Figure 1. Logic cells by family (run 1).
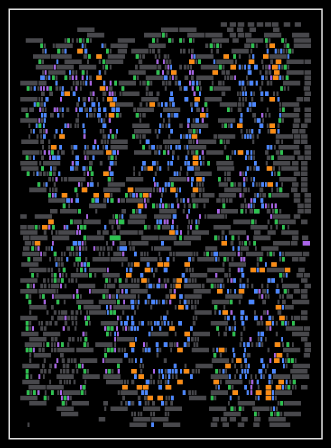
Figure 2. Supply network (run 1).
Pins as bars on the die edge.
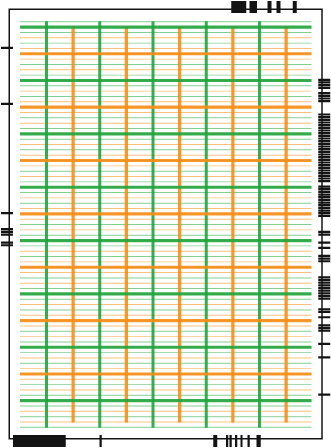
Figure 3. Where the registers sit (run 1).
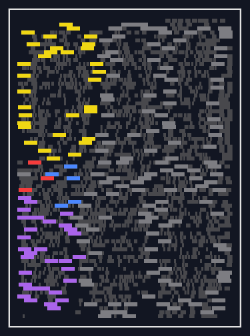
Figure 4. Clock routing (run 1).
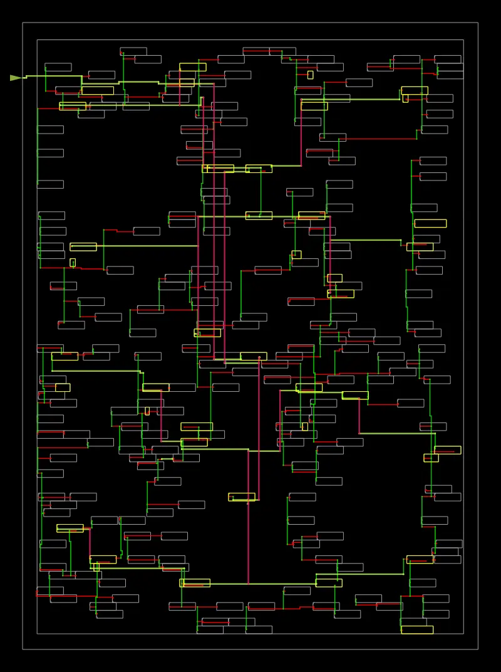
### config.mk
export PLATFORM = sky130hd
export DESIGN_NAME = prbs_checker_axis
export DESIGN_NICKNAME = d
export VERILOG_FILES = /design/src/rtl/prbs_checker_axis.sv
export SDC_FILE = /design/constraint.sdc
export NUM_CORES = 1
export LEC_CHECK = 0
export ABC_AREA = 1
export CAP_MARGIN = 10
export CORE_ASPECT_RATIO = 1.4
export CORE_MARGIN = 5
export CORE_UTILIZATION = 44
export DETAILED_ROUTE_END_ITERATION = 7
export HOLD_SLACK_MARGIN = 0.1
export MAX_ROUTING_LAYER = met4
export REMOVE_ABC_BUFFERS = 1
export SLEW_MARGIN = 20
export SYNTH_ARGS = -nofsm -noshare
export SYNTH_HDL_FRONTEND = slang
export SYNTH_SLANG_ARGS = --single-unit
### constraint.sdc
create_clock -name clk -period 10.1 [get_ports clk]
set_clock_uncertainty 0.15 [all_clocks]
set_input_delay 1.01 -clock clk [delete_from_list [all_inputs] [get_ports clk]]
set_output_delay 1.01 -clock clk [all_outputs]
set_load 0.005 [all_outputs]
### src/rtl/prbs_checker_axis.sv
// rtl/prbs_checker_axis.sv - self-synchronising receive-side PRBS bit-error checker
//
// Ports:
//   clk, rst            : clock; asynchronous active-high reset
//   rx_bit, rx_valid    : received serial PRBS bit, one bit per rx_valid strobe
//   S_AXIS_PARAM_*      : parameter word, [7:5] polynomial select, [8] clear counters
//   M_AXIS_STAT_*       : status stream carrying err_count (always valid)
//   locked              : checker is in LOCKED
//   err_pulse           : one-cycle pulse per mismatching sample
//   bit_count/err_count : samples / error flags seen while LOCKED, saturating
module prbs_checker_axis #(
    parameter int AXIS_TDATA_WIDTH = 32,
    parameter int PRBS_SEL         = 0,
    parameter int LOCK_COUNT       = 64,
    parameter int WINDOW           = 256,
    parameter int UNLOCK_ERRORS    = 16
) (
    input  logic                        clk,
    input  logic                        rst,
    input  logic                        rx_bit,
    input  logic                        rx_valid,
    input  logic [AXIS_TDATA_WIDTH-1:0] S_AXIS_PARAM_tdata,
    input  logic                        S_AXIS_PARAM_tvalid,
    output logic [AXIS_TDATA_WIDTH-1:0] M_AXIS_STAT_tdata,
    output logic                        M_AXIS_STAT_tvalid,
    output logic                        locked,
    output logic                        err_pulse,
    output logic [31:0]                 bit_count,
    output logic [31:0]                 err_count
);

    typedef enum logic {SEARCH = 1'b0, LOCKED = 1'b1} state_t;

    state_t      state, state_next;
    logic [30:0] s;
    logic [2:0]  sel;
    logic [4:0]  fill_cnt;
    logic [31:0] match_cnt;
    logic [31:0] win_cnt;
    logic [31:0] win_err;
    logic [31:0] bit_cnt;
    logic [31:0] err_cnt;

    logic [4:0]  tap_n, tap_m;
    logic        sel_ok;

    // Tap pair (n, m) for the selected polynomial x^n + x^m + 1.
    always_comb begin
        tap_n  = 5'd31;
        tap_m  = 5'd31;
        sel_ok = 1'b1;
        case (sel)
            3'd0:    begin tap_n = 5'd7;  tap_m = 5'd6;  end
            3'd1:    begin tap_n = 5'd9;  tap_m = 5'd5;  end
            3'd2:    begin tap_n = 5'd15; tap_m = 5'd14; end
            3'd3:    begin tap_n = 5'd23; tap_m = 5'd18; end
            3'd4:    begin tap_n = 5'd31; tap_m = 5'd28; end
            default: sel_ok = 1'b0;
        endcase
    end

    logic predicted, mismatch, fill_done, check, flag;
    logic sel_change, clear_req, lock_hit, unlock_hit;

    // A parameter word in the same cycle as a sample wins; the sample is dropped.
    assign sel_change = S_AXIS_PARAM_tvalid && (S_AXIS_PARAM_tdata[7:5] != sel);
    assign clear_req  = S_AXIS_PARAM_tvalid && S_AXIS_PARAM_tdata[8];
    assign predicted  = s[tap_n - 5'd1] ^ s[tap_m - 5'd1];
    assign mismatch   = rx_bit ^ predicted;
    assign fill_done  = (fill_cnt == tap_n);
    assign check      = rx_valid && !S_AXIS_PARAM_tvalid && fill_done && sel_ok;
    assign flag       = check && mismatch;
    assign lock_hit   = check && !mismatch && (state == SEARCH)
                        && (match_cnt == 32'(LOCK_COUNT - 1));
    assign unlock_hit = flag && (state == LOCKED)
                        && (win_err == 32'(UNLOCK_ERRORS - 1));

    always_ff @(posedge clk or posedge rst) begin
        if (rst) state <= SEARCH;
        else     state <= state_next;
    end

    always_comb begin
        state_next = state;
        if (sel_change) begin
            state_next = SEARCH;
        end else begin
            case (state)
                SEARCH:  if (lock_hit)   state_next = LOCKED;
                LOCKED:  if (unlock_hit) state_next = SEARCH;
                default: state_next = SEARCH;
            endcase
        end
    end

    always_ff @(posedge clk or posedge rst) begin
        if (rst) begin
            s         <= '0;
            sel       <= 3'(PRBS_SEL);
            fill_cnt  <= '0;
            match_cnt <= '0;
            win_cnt   <= '0;
            win_err   <= '0;
            bit_cnt   <= '0;
            err_cnt   <= '0;
            err_pulse <= 1'b0;
        end else begin
            err_pulse <= flag;
            if (S_AXIS_PARAM_tvalid) begin
                if (sel_change) begin
                    sel       <= S_AXIS_PARAM_tdata[7:5];
                    fill_cnt  <= '0;
                    match_cnt <= '0;
                    bit_cnt   <= '0;
                    err_cnt   <= '0;
                end
                if (clear_req) begin
                    bit_cnt <= '0;
                    err_cnt <= '0;
                end
            end else if (rx_valid) begin
                // Received bits (errors included) feed the predictor, which is
                // what makes the checker self-synchronising.
                s <= {s[29:0], rx_bit};
                if (!fill_done) fill_cnt <= fill_cnt + 5'd1;
                if (check) begin
                    if (state == SEARCH) begin
                        if (mismatch) begin
                            match_cnt <= '0;
                        end else if (lock_hit) begin
                            match_cnt <= '0;
                            bit_cnt   <= '0;
                            err_cnt   <= '0;
                            win_cnt   <= '0;
                            win_err   <= '0;
                        end else begin
                            match_cnt <= match_cnt + 32'd1;
                        end
                    end else begin
                        if (bit_cnt != '1) bit_cnt <= bit_cnt + 32'd1;
                        if (mismatch && err_cnt != '1) err_cnt <= err_cnt + 32'd1;
                        if (unlock_hit) match_cnt <= '0;
                        if (win_cnt == 32'(WINDOW - 1)) begin
                            win_cnt <= '0;
                            win_err <= '0;
                        end else begin
                            win_cnt <= win_cnt + 32'd1;
                            if (mismatch) win_err <= win_err + 32'd1;
                        end
                    end
                end
            end
        end
    end

    logic unused_param_bits;
    assign unused_param_bits = ^{S_AXIS_PARAM_tdata[AXIS_TDATA_WIDTH-1:9],
                                 S_AXIS_PARAM_tdata[4:0]};

    assign locked             = (state == LOCKED);
    assign bit_count          = bit_cnt;
    assign err_count          = err_cnt;
    assign M_AXIS_STAT_tdata  = AXIS_TDATA_WIDTH'(err_cnt);
    assign M_AXIS_STAT_tvalid = 1'b1;

endmodule

==> run summary, run 1 <==
This memo summarizes the results of the implementation run.

Route
The violation tally from detailed-route iteration zero is 804. The remaining antenna violation count after routing is 0. The detailed-router iteration count before antenna repair is 6.

After detailed routing, the wire length on met1 is 16000 um. The total length of routed met3 wires is 1610 um. The number of vias per cell after detailed routing is 5.29.

Dividing the detail-routed wire length by the instance count gives 15.8 um. The routed layout has 13000 vias. Per the detailed-route log, wirelength across all metal layers totals 38800 um. The total DRC errors in the routed layout is 0. The met2 wirelength from detailed routing is 19900 um. In this run the top signal layer used is met4.

Setup path
The startpoint of the worst-slack reg-to-reg timing path is locked. The startpoint type of the worst setup path is a primary input. The path length in cells of the critical path is 13. In this design, the largest share of critical-path delay is due to buffers and inverters. The critical path ends at match_cnt[17]. The script reports the combined buffer and inverter count of the critical path as 6. The critical path class is in -> reg.

The highest-delay cell along the critical path is inv_1. The depth of the most critical reg-to-reg path is 12. The longest incremental delay of any stage on the critical path is reported as 0.75 ns.

The data required time at the worst endpoint is 10.39 ns. The arrival time at the worst endpoint is 4.81 ns. The worst flop-to-flop path endpoint is win_cnt[12]. Listed in order, past its start point the critical path passes clkdlybuf4s50_1 -> buf_4 -> inv_2 -> buf_4 -> nand2_1 -> buf_4 -> a21oi_1 -> nand2_2 -> inv_1 -> nand3_2 -> nand2_1 -> nand2_1 -> o21ai_0. STA reports a reg2reg setup slack of 5.76 ns.

The launching element of the worst setup path is S_AXIS_PARAM_tvalid. The worst setup path is captured at a register. Max fanout on the critical path was recorded as 64.

Clock tree
The clock tree from TritonCTS is built. The root cell of the clock tree is clkbuf_16. In this run the post-CTS setup repair buffer count came out at 0.

Once the clock tree was built, the resizer swapped 0 gates to a different size. On the worst setup and hold paths after CTS, the clock-pin slew comes to 0.06 ns. After clock tree synthesis, the flow added hold-fix buffers numbering 0. CTS built an H-tree with a depth of 1. Counting the buffers created by CTS gives 24. The clock drives 201 sinks. The maximum clock path buffer count is 3.

Final layout
The plain and repair buffers instantiated in the layout total 114. The most common logic cell in the routed design is nand2_1. In the final layout, the clock buffer count is 31. The count of antenna diodes in the layout is 0. The layout contains a multi-input combinational cell count of 1543. The fraction of area in non-clock buffers is 7.24%. In the final layout, the multi-input gates occupy 7380 sq um. Leaving out fill and tap cells, the most frequent cells in the layout are 618 x nand2_1, 220 x nor2_1, 200 x dfrtp_1. The final cell area excluding filler cells is 15500 sq um. The count of filler cells inserted in the layout is 3114.

Compared with the post-synthesis result, the final layout area differs by 14.0%. In the final layout, the share of cells above drive strength 1 is 4.39%. The proportion of cell area occupied by multi-input gates is 47.6%. The dominant kind of cell by area is multi-input combinational cells. The inverter tally of the final layout excluding the clock network is 172. The count of nets after finishing is 2100. The clock network area share is 5.45%.

Final timing
The post-route fraction of the period consumed by the critical path is 44.8%. The critical path in the final layout is reported with a setup slack of 5.58 ns. The minimum period implied by the final worst setup slack is 4.52 ns. For this run, the final setup violation count is recorded as 0. Setup repair after global routing left no endpoint under its margin.

The number of failing hold endpoints at the final stage is 0. The maximum clock frequency is 221 MHz. The remaining max-slew budget at the tightest pin is 33.3%. For reference, the final report shows the max-slew violation count at 0. In the final timing run, aggregate negative setup slack is 0 ns. The most critical hold endpoint after final layout shows a slack of 0.364 ns.

The transition at the pin with the smallest max-transition slack is 0.999 ns.

Synth
The gate-level netlist out of Yosys references 35 unique cell types. In this run, the synthesized area fraction spent on AND-OR/OR-AND gates is recorded as 7.53%. During synthesis, Yosys emitted a total of 0 warnings. Yosys reported a register bit count of 201. Post-synthesis, Yosys gives the total cell area as 13600 sq um. The count of instantiated cells in the yosys netlist is 2024.

The synthesis run identifies the leading combinational cell family as simple AND/OR/NAND/NOR gates. The simple-gate portion of the synthesized area is 39.3%. The share of the yosys chip area belonging to registers is 36.9%. The cell area that synthesis handed to floorplanning was 13600 sq um. Of all flip-flops after synthesis, the portion carrying an async set or reset was 100%. The xor and xnor fraction of the mapped netlist area is 6.56%. Counting flops with a built-in enable in the synthesized netlist gives 0.

The synthesized area per cell is 6.73 sq um. The synthesized-area fraction occupied by adder cells is 0.643%. The commonest register cell after synthesis is dfrtp_1. The area fraction in mux cells is 0%.

Synthesis produced a netlist whose cell count is 2024.

Power
The total net switching power is 0.530 mW. The dominant power group is the clock network. Registers are responsible for 43.2% of the overall power.

The areal power density over the cells is 129 nW/um^2. The power report attributes to the clock group a share of 47.0%. The flow reports power dissipated in combinational cells as 0.195 mW. The power report lists cell-internal power as 1.47 mW. The static leakage power is 6.18 nW.

Power attributed to the clock group is 0.939 mW. Combinational logic is responsible for 9.8% of the overall power. The switching portion of total power comes to 26.6%.

Floorplanning
136 I/O pins were placed. The chip occupies 34600 sq um. For this floorplan the total number of well-tap instances is 390. Once the floorplan was initialized, standard cells occupied 44.3% of the core. The number of core rows is 76.

Placed design
After legalization and detailed placement, the total HPWL measured 27800 um. The area of placed instances is 14700 sq um. The pre-CTS setup check shows a worst slack of 4.72 ns.

The number of port buffers is 106. The weighted congestion reported at the end of routability-driven placement is 0.924.

Job
The max-capacitance violation count is 0. The stage-log warning count is 55.

Run status
The run finished with clean final reports.

GRT
Per the GRT congestion report, total overflow comes to 0. Global routing used 23.1% of the available tracks. The number of antenna violations at the first check in global routing is 0. The first global-routing pass estimated 64100 um of wire.

Entering global routing, the biggest net connects 128 pins. The via count of the first global-routing pass is 12600.

Min path
The hold-critical path endpoint is s[21]. The path category of the worst min-delay check is reg -> reg. The cell depth of the worst hold path is 2.

The startpoint of the tightest hold check path is s[20].
Back to the opening pictures, Figure 1:
- nor cells: blue (cells 389; most used nor2_1; where spread over the die)
- xor and xnor cells: orange (cells 102; most used xor2_1)
- inv cells: purple (cells 172; most used inv_1; where spread over the die)
- aoi and oai cells: green (cells 199; most used o21ai_0; where spread over the die)

Back to the opening pictures, Figure 2:
- VDD: orange
- VSS: green
- met5 straps: 15
- rows: 76
- met4 straps: 10
- signal pins: 136
- met1 rails: 77
core area: 30700 sq um
worst ir drop on vdd: 0.121 mV
die span in x: 159 um
y dimension of the die: 218 um

Back to the opening pictures, Figure 3:
- match_cnt: yellow (sequential cells 32; where north-west)
- s: purple (sequential cells 31; where south-west)
- fill_cnt: blue (sequential cells 5; where west)
- sel: red (sequential cells 3)
- not colored: 130
share of the core filled with cells in the final layout: 50.6%
FF/Latch Area: 5030 sq um
power of the sequential group: 0.862 mW
sequential portion of the cell area: 32.4%

Back to the opening pictures, Figure 4:
number of sequential cells: 201
clock network latency to the later pin of the worst-skew pair: 0.54 ns

==> run 1: sequential cells by signal, indices dropped and copies added (netlist names) <==
register,cells
M_AXIS_STAT_tdata,32
bit_count,32
err_pulse,1
fill_cnt,5
locked,1
match_cnt,32
s,31
sel,3
win_cnt,32
win_err,32
==> run 1: cell usage after synthesis, types with 2 or more instances <==
library cell | n | area, sq um
nor4_1 | 60 | 375
a21oi_2 | 2 | 17.5
ha_1 | 7 | 87.6
a21oi_1 | 15 | 75.1
nand3_2 | 7 | 70.1
nand2_1 | 618 | 2320
o21ai_1 | 89 | 445
inv_2 | 6 | 22.5
nand4_1 | 48 | 300
and3_1 | 4 | 25.0
nand3_1 | 145 | 726
clkbuf_2 | 2 | 10.0
nor3b_1 | 5 | 37.5
nor3_1 | 102 | 510
nand2_2 | 5 | 31.3
nor2_1 | 220 | 826
xor2_1 | 60 | 526
inv_1 | 165 | 619
xnor2_1 | 42 | 368
buf_1 | 3 | 11.3
clkbuf_1 | 42 | 158
or2_2 | 16 | 100
buf_4 | 35 | 263
buf_2 | 25 | 125
dfrtp_1 | 201 | 5030
o21ai_0 | 91 | 455
==> run 1: per-layer routing <==
metal	vias up	track usage (%)
li1	6645	-
met1	6027	26.9
met2	275	41.1
met3	83	2.40
met4	0	8.14
met5	-	-
==> run 1: per-stage QoR <==
stage,std cells,util [%],total power [mW]
2_1_floorplan,1916,-,1.01
3_3_place_gp,2420,47.7,1.07
3_5_place_dp,2420,47.7,1.07
4_1_cts,2462,50.5,2.03
5_1_grt,2462,50.6,2.09
6_report,2462,50.6,2.00
--- run 2 (diff from run 1) ---
--- a/config.mk
+++ b/config.mk
@@ -13,6 +13,7 @@
 export DETAILED_ROUTE_END_ITERATION = 7
 export HOLD_SLACK_MARGIN = 0.1
 export MAX_ROUTING_LAYER = met4
+export PLACE_DENSITY = 0.67
 export REMOVE_ABC_BUFFERS = 1
 export SLEW_MARGIN = 20
 export SYNTH_ARGS = -nofsm -noshare
==> constraint.sdc (replaced) <==
create_clock -name clk -period 3.8 [get_ports clk]
set_clock_uncertainty 0.15 [all_clocks]
set_input_delay 0.38 -clock clk [delete_from_list [all_inputs] [get_ports clk]]
set_output_delay 0.38 -clock clk [all_outputs]
set_load 0.005 [all_outputs]
==> run 2 against run 1 <==
Worst hold slack got worse by 0.15 ns. First-iteration DRC count down 8.0%. Global-route usage increased by 0.32 points. Largest cell class unchanged. Sequential share of layout area fell by 0.14 points. Core utilization up 0.22 points. Highest routed layer unchanged. Power increased to 2.6 times the previous value. Critical path depth up 4.
==> run summary, run 2 <==
This memo summarizes the results of the implementation run.

Final layout
The area of the multi-input gates is 7370 sq um. The count of antenna diodes in the layout is 0. The count of nets after finishing is 2115.

Once layout is done, the placed cells without fillers occupy 15600 sq um. The fraction of final layout cells sized beyond drive strength 1 is 4.99%. The finished layout holds 2476 standard cells, fillers aside.

The finished layout reports a core utilization of 50.8%. Leaving out fill and tap cells, the most frequent cell in the layout is nand2_1. In this run the layout overhead on the synthesized area is reported as 14.5%. The top cell types in the final layout, fill and taps aside, are 618 x nand2_1, 220 x nor2_1, 200 x dfrtp_1.

GRT
Recorded from the global router log, the overflow total was 0. The largest net degree at the start of global routing is 90. The met1 routing resource usage after global routing is 27.1%. In the global route stage, met2 resource usage came out at 41.9%. The number of antenna violations at the first check in global routing is 0. The via count of the first global-routing pass is 12800. Looking at the global route congestion table, the highest-usage layer is met2. The total routing usage reported by global routing is 23.4%.

The global routing usage on met3 is 2.18%.

Final timing
In the final report, the number of hold violations comes to 0. Dividing the final minimum period by the clock period gives 87.1%. The final setup TNS is 0 ns.

Per the slew report, the remaining headroom to the max-slew limit stands at 46.8%. In the final report, the number of endpoints failing setup comes to 0. The highest clock rate this design can be run at is 302 MHz. Across all hold checks on the routed design, the worst slack comes to 0.213 ns. The transition at the pin with the smallest max-transition slack is 0.794 ns.

After layout, the minimum clock period comes to 3.31 ns.

Floorplanning
The total area inside the core boundary comes to 30700 sq um. The overall die width is 159 um. Pin placement for this block handled 136 I/O pins. The initial utilization of the core area, before any placement, comes to 44.3%. The die covers 34600 sq um.

The height of the chip is 218 um.

Synth
In this run the biggest area consumer among cell types represents 36.9% of the synthesized area. After technology mapping, the gate count stands at 2024. By instance count, the leading cell after synthesis is nand2_1.

The share of flip-flops with an asynchronous set or reset after synthesis is 100%. The Yosys step of the flow raised 0 warnings. Per Yosys stat, the portion of area used by sequential elements is 36.9%. Yosys mapped a number of flops with a built-in enable equal to 0. The commonest register cell is dfrtp_1. Sorting the synthesized cells by how often they occur yields 618 x nand2_1, 220 x nor2_1, 201 x dfrtp_1. Per the Yosys statistics, synthesis produced 2024 cells. The number of synthesized register bits is 201.

Placed design
STA on the placed design reports a worst setup slack of 0.517 ns. Detailed placement finished with a half-perimeter wire length of 28200 um. Per the placement report, the placed cell count is 2436.

The number of port buffers is 106. The area of placed instances is 14800 sq um.

Run status
The run finished with clean final reports.

Route
Detailed routing placed a total of 20200 um of wire on met2. The total number of vias is 13200. For this block, wires on met1 add up to 15900 um. The remaining antenna violation count after routing is 0. The violation tally from detailed-route iteration zero is 740. Per the detail_route report, DRC violations left total 0. The script logs the ratio of routed vias to standard cells as 5.35. The detailed-router iteration count before antenna repair is 6. Routed signal wires occupy layers up through met4. Detailed routing placed a total of 1520 um of wire on met3.

Clock tree
CTS placed an instance of clkbuf_16 at the clock tree root. The report lists the number of cells resized after CTS as 0. At the later pin of the worst-skew pair, clock insertion delay measures 0.52 ns. The count of hold-fix buffers inserted at cts is 0. The maximum level of the CTS H-tree is 1.

Setup path
The kind of end point of the critical path is a register. The setup slack of the worst register-to-register path is 0.49 ns. In this run the critical register-to-register path is captured at bit_count[25].

The critical-path maximum fanout is 64. STA puts the critical path data arrival time at 3.55 ns. The worst setup path is launched from a register. The data required time at the worst endpoint is 4.04 ns.

For the worst flop-to-flop path, the logic depth is 17. The worst setup path is of the reg -> reg kind.

Power
The total design power is 5.14 mW. In this run the power density over the cells is 330 nW/um^2. The worst IR drop on VDD is 0.388 mV. The static leakage power is 6.23 nW.

Job
The stage-log warning count is 53. The max-capacitance violation count is 0.
-- run 2: cell counts after synthesis --
Identical to the previous run, type by type.
-- run 2: worst max path at each step --
stage / from / endpoint / slack (ns) / depth (start not counted)
6_report: sel[0] / bit_count[25] / 0.49 / 17
2_1_floorplan: rst / M_AXIS_STAT_tdata[0] / -2.21 / 1
5_1_grt: sel[0] / win_err[0] / 0.15 / 16
3_5_place_dp: sel[0] / win_err[0] / 0.52 / 16
3_3_place_gp: sel[1] / win_err[0] / 0.55 / 16
4_1_cts: sel[0] / win_err[0] / 0.48 / 16
-- run 2: area by class of cell --
type	instances	area share, %
multi-input combinational	1543	47.2
sequential	201	32.3
timing repair buffer	130	8.28
inverter	172	4.20
clock buffer	29	4.03
tap	390	3.13
clock inverter	11	0.866
-- run 2: report_power, final --
part | internal (mW) | switching [mW]
logic | 0.163 | 0.395
clock network | 1.37 | 0.929
registers | 2.22 | 0.0689
total | 3.75 | 1.39
-- run 2: kinds of logic (layout without fill, tap and decap cells) --
| logic type | after synthesis | after routing | share of synthesized area (%) |
|---|---|---|---|
| flops | 201 | 201 | 36.9 |
| buf+inv | 280 | 342 | 8.99 |
| other cells | 1 | 1 | 0.0275 |
| fa+ha+maj | 7 | 7 | 0.643 |
| compound gates | 200 | 200 | 7.53 |
| simple gates | 1233 | 1233 | 39.3 |
| xor+xnor | 102 | 102 | 6.56 |
-- run 2: critical path: stages, from the launching register on --
cell and delay, ns:
dfrtp_1 0.45, inv_1 0.12, nand2_1 0.15, nand2_1 0.20, ha_1 0.27, inv_1 0.07
nand3_1 0.08, nand2_1 0.19, inv_2 0.09, nand3_1 0.09, nand3_1 0.09, nand3_2 0.12
nand3_1 0.13, nand3_2 0.16, nand3_2 0.21, nand3_2 0.17, buf_12 0.26, o21ai_0 0.14
Figure 5. Zoomed window (run 2).
Region (15, 139) to (65, 189) um. Cells in gray, sequential cells in the stronger gray; small squares are vias.
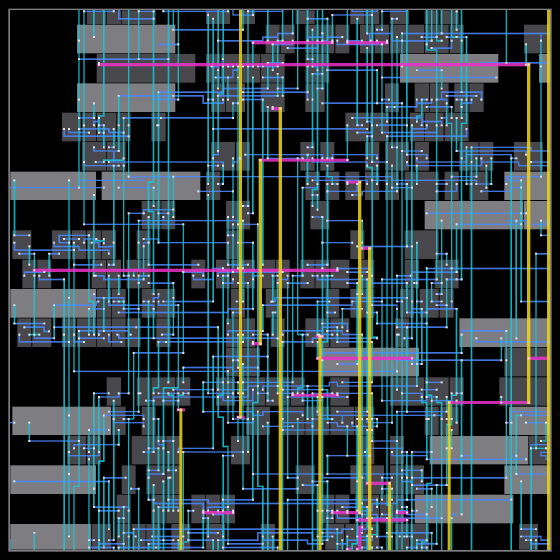
- M2: cyan
- M3: magenta
- M4: yellow
- M1: blue
- most frequent: nand2_1 (51), nor2_1 (24), inv_1 (22)
- sequential cells in the window: 14
- cells with their middle in the window: 185
- netlist names of flops here include: match_cnt (13), win_cnt (1)

Figure 6. Clock routing (run 2).
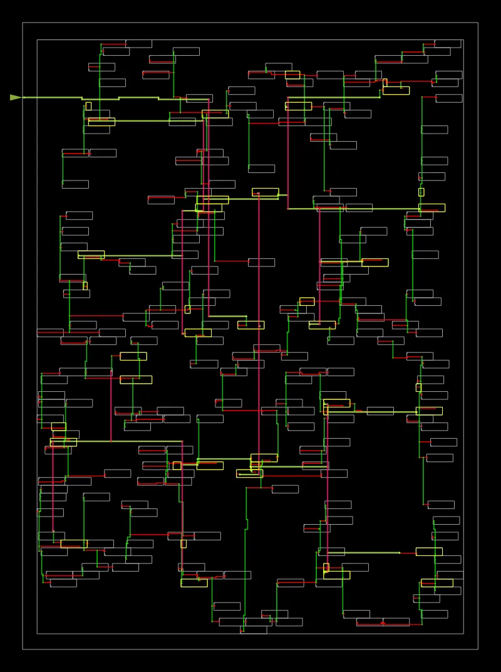
power attributed to the clock group: 2.30 mW
clkbuf count: 29
Sink Count: 201
cts bufs inserted: 23

Figure 7. Where the registers sit (run 2).
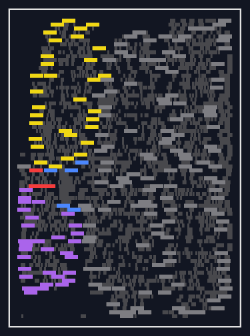
- s: purple (sequential cells 31; where south-west)
- sel: red (sequential cells 3)
- fill_cnt: blue (sequential cells 5; where west)
- match_cnt: yellow (sequential cells 32)

--- run 3 (diff from run 2) ---
--- a/config.mk
+++ b/config.mk
@@ -11,10 +11,10 @@
 export CORE_MARGIN = 5
 export CORE_UTILIZATION = 44
 export DETAILED_ROUTE_END_ITERATION = 7
+export DONT_BUFFER_PORTS = 1
+export GPL_TIMING_DRIVEN = 0
 export HOLD_SLACK_MARGIN = 0.1
 export MAX_ROUTING_LAYER = met4
-export PLACE_DENSITY = 0.67
-export REMOVE_ABC_BUFFERS = 1
 export SLEW_MARGIN = 20
 export SYNTH_ARGS = -nofsm -noshare
 export SYNTH_HDL_FRONTEND = slang
==> run 3 against run 2 <==
Design area decreased by 3.2%. Synthesized area unchanged. Sequential share of layout area increased by 1.1 points. Critical endpoint is now win_err[7]. Largest cell class unchanged. Combinational power increased by 7.3%. Critical path type unchanged.
==> run summary, run 3 <==
This memo summarizes the results of the implementation run.

Synth
The compound-cell area share of the yosys netlist is 7.53%. After synthesis, the share of cell area in mux cells is 0%. The area of the synthesized netlist per yosys stat is 13600 sq um.

The number of standard cells after synthesis is 2024. The synthesis run identifies the leading combinational cell family as simple AND/OR/NAND/NOR gates. Per the post-synthesis stats, the area per cell is 6.73 sq um.

The dominant cell by count in the synthesized netlist is nand2_1. Yosys mapped the design onto 35 distinct sky130hd cell types. Sorting the synthesized cells by area gives the leading types as dfrtp_1 37%, nand2_1 17%, nor2_1 6.1%. Counting flops with a built-in enable in the synthesized netlist gives 0. The share of flip-flops with an asynchronous set or reset after synthesis is 100%. The number of warnings issued by yosys is 0. In this run, the synthesized area fraction spent on xor and xnor cells is recorded as 6.56%. In the Yosys report, the sequential cells make up 36.9% of the chip area. The count of instantiated cells in the yosys netlist is 2024. The commonest register cell after synthesis is dfrtp_1. Of all cell types, the one taking the most synthesized area is dfrtp_1. The number of nets in the synthesized netlist is 2068. By count the netlist is led by 618 x nand2_1, 220 x nor2_1, 201 x dfrtp_1. The synthesized-area fraction occupied by adder cells is 0.643%. The simple-gate portion of the synthesized area is 39.3%. The mapped netlist covers 13600 sq um. The number of synthesized register bits is 201.

The top cell type's share of synthesized area is 36.9%.

Final timing
The remaining max-slew budget at the tightest pin is 45.3%. The maximum clock frequency is 285 MHz. Counting endpoints that fail hold in the final report gives 0.

The post-route fraction of the period consumed by the critical path is 92.5%. Hold timing on the final database bottoms out at a slack of 0.148 ns. Setup repair after global routing left no endpoint under its margin. The end-of-flow timing check tallies setup violations at 0. Adding up every negative setup slack in the final design gives 0 ns.

The final timing report lists a max-slew violation count of 0. The transition at the pin with the smallest max-transition slack is 0.818 ns. The minimum period implied by the final worst setup slack is 3.51 ns.

Power
The flow reports that combinational logic draws 11.6% of the design power. For the combinational group, total power comes out at 0.599 mW. The clock group share of total power is 44.1%. The areal power density over the cells is 342 nW/um^2. The total net switching power is 1.42 mW.

Net switching is 27.5% of the power. The dominant power group is sequential cells. The power drawn by the sequential cells is 2.29 mW.

The static leakage power is 6.16 nW. Cell internal power was estimated by the tool at 3.75 mW. The proportion of power drawn by flip-flops and latches is 44.3%.

GRT
The number of antenna violations at the first check in global routing is 0. The leftover overflow at the end of global routing is 0. The total routing usage reported by global routing is 25.9%. The global-route wire length before repair is 70500 um. Entering global routing, the biggest net connects 34 pins.

The via count of the first global-routing pass is 13400.

Final layout
The growth of design area from synthesis to finish is 10.8%. In the layout the commonest cells are 617 x nand2_1, 220 x nor2_1, 201 x dfrtp_1. The fraction of final layout cells sized beyond drive strength 1 is 7.13%. The most common logic cell in the routed design is nand2_1. The repair_antennas step left the layout with diodes totalling 0. For this run, the post-layout net count is 2106.

Setup path
The worst setup path is captured at a register. The longest incremental delay of any stage on the critical path is reported as 0.36 ns. STA classifies the critical path startpoint as a register. Looking at the critical path, the single cell with the biggest stage delay is dfrtp_1. Looking at the setup timing report, the critical path kind is reg -> reg. The buffer and inverter count on the worst path is 5. The data required time at the worst endpoint is 4.07 ns.

Traced cell by cell, the critical path runs through buf_2 -> inv_2 -> nand2_1 -> o21ai_1 -> ha_4 -> inv_1 -> nand3_1 -> nand2_1 -> inv_2 -> nand3_1 -> nand3_1 -> nand3_2 -> nand3_1 -> nand2_1 -> nand2_1 -> nand4_2 -> clkbuf_2 -> nand2_1 -> nand2_1. The kind of cell with the highest combined delay along the critical path is simple AND/OR/NAND/NOR gates. On the critical path the data arrives at 3.78 ns. By instance count, the cell type seen most on the critical path is nand2_1.

Looking at the critical path, the highest net fanout was 10.

Run status
The flow ran to the end, and the final reports show no timing, DRC or antenna violations.

Route
In this run the top signal layer used is met4. After detailed routing, the met2 layer carries 22300 um of wire. After detailed routing, the total wire length is 43600 um. Detailed-route iteration 0 reported a violation count of 646. After detailed routing, the met3 layer carries 2180 um of wire. The remaining antenna violation count after routing is 0.

The post-route report lists met1 wire length as 17200 um. The number of vias per cell after detailed routing is 5.45. The total DRC errors in the routed layout is 0. The average detailed-routed wire length per instance is 17.7 um. The final route contains 13400 vias.

In the log, the iteration count for the first detailed-route pass is 5.

Placed design
The HPWL after detailed placement is 33900 um. Routability-driven placement finished with a final weighted congestion of 1.00. The number of port buffers is 0.

Clock tree
For reference, the clock transition at the flip-flops on the worst setup and hold paths is 0.06 ns. The latest clock arrival within the worst-skew pair is 0.54 ns. TritonCTS built the clock tree. The maximum clock path buffer count is 3. The count of clock tree sinks is 201.

The root cell of the clock tree is clkbuf_16. CTS built an H-tree with a depth of 1.

Floorplanning
Measured along the y axis, the die boundary spans 218 um. The floorplan step defined a core boundary enclosing 30700 sq um. The share of the core filled by cells before placement is 44.3%. Per the OpenROAD floorplan log, the area of the die is 34600 sq um. The number of core rows is 76. The number of primary I/O pins is 136.

From left edge to right edge, the die measures 159 um.

Job
The stage-log warning count is 54. The report counts max-capacitance violations totalling 0.

Min path
STA reports the tightest min-delay check as being of type in -> reg.
[run 3: cell counts after synthesis]
Identical to the previous run, type by type.
[run 3: stage by stage]
step | instance area [sq um] | setup slack, ns | power [mW] | util [%] | std cells
2_1_floorplan | 13600 | 0.668 | 2.71 | - | 2024
3_3_place_gp | 14100 | -0.576 | 2.88 | 45.9 | 2414
3_5_place_dp | 14200 | -0.247 | 2.91 | 46.4 | 2420
4_1_cts | 15100 | 0.0828 | 5.22 | 49.1 | 2465
5_1_grt | 15100 | 0.0465 | 5.40 | 49.1 | 2465
6_report | 15100 | 0.287 | 5.17 | 49.1 | 2465
[run 3: timing repair]
item | 4_1_cts | 5_1_grt
endpoints found under the hold margin | 39 | 0
setup buffers | 0 | 0
gates resized | 2 | 6
endpoints found under the setup margin | 63 | 155
hold buffers | 7 | 0
[run 3: final timing paths]
| path | from | end | slack [ns] | cells after the start |
|---|---|---|---|---|
| worst max-delay path | sel[1] | win_err[7] | 0.29 | 19 |
| worst min-delay path | S_AXIS_PARAM_tdata[5] | fill_cnt[4] | 0.15 | 5 |
| worst max register to register | sel[1] | win_err[7] | 0.29 | 19 |
| worst min register to register | s[0] | s[0] | 0.37 | 2 |
| max in group asynchronous | rst | win_err[11] | 2.36 | 4 |
| min in group asynchronous | rst | match_cnt[14] | 0.28 | 2 |
[run 3: layer usage]
metal,up-vias,global-route usage (%)
met3,105,3.27
met2,353,46.0
li1,6661,-
met4,0,10.8
met1,6315,29.0
met5,-,-
[run 3: layout make-up]
class                      instances  area (sq um)
buffer                           107           577
clock buffer                      35           713
clock inverter                     4          47.5
fill                            3231         15600
inverter                         172           653
multi-input combinational       1543          7390
sequential                       201          5030
tap                              390           488
timing repair buffer              13           198
Figure 8. Supply network (run 3).
Pins as bars on the die edge.
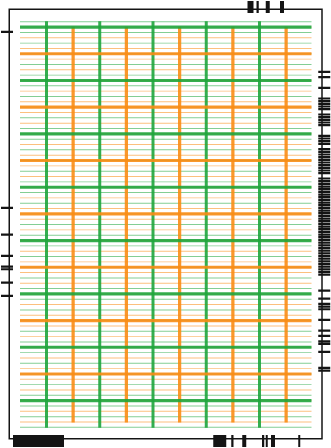
- VSS: green
- VDD: orange
- met1 rails: 77
- met4 straps: 10
worst ir drop on vdd: 0.374 mV

Figure 9. Logic cells by family (run 3).
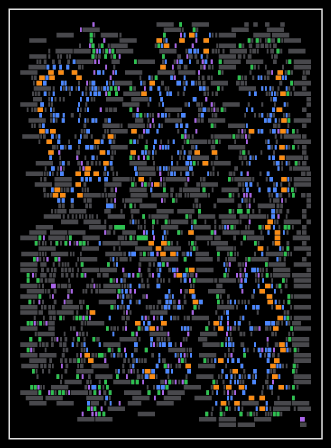
- inv cells: purple (cells 172; most used inv_1)
- nor cells: blue (cells 389; most used nor2_1; where spread over the die)
- aoi and oai cells: green (cells 199; where spread over the die)
- xor and xnor cells: orange (cells 102; most used xor2_1; where spread over the die)

Figure 10. Clock routing (run 3).
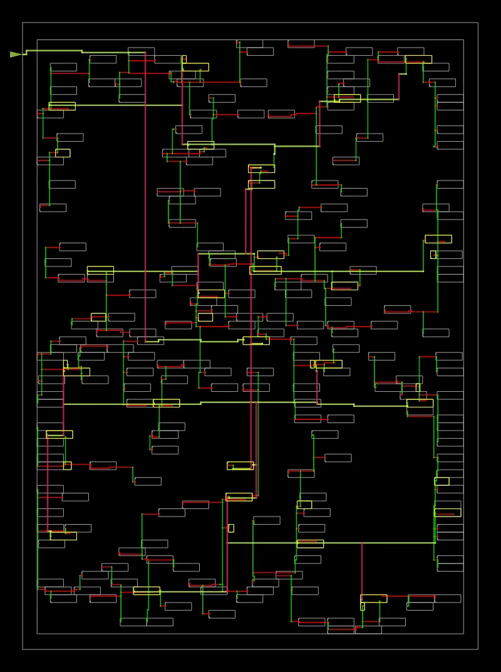
power attributed to the clock group: 2.28 mW
clkbuf count: 35
cts bufs inserted: 24

Power figures rest on the tool's default switching activity, not on a simulated workload.
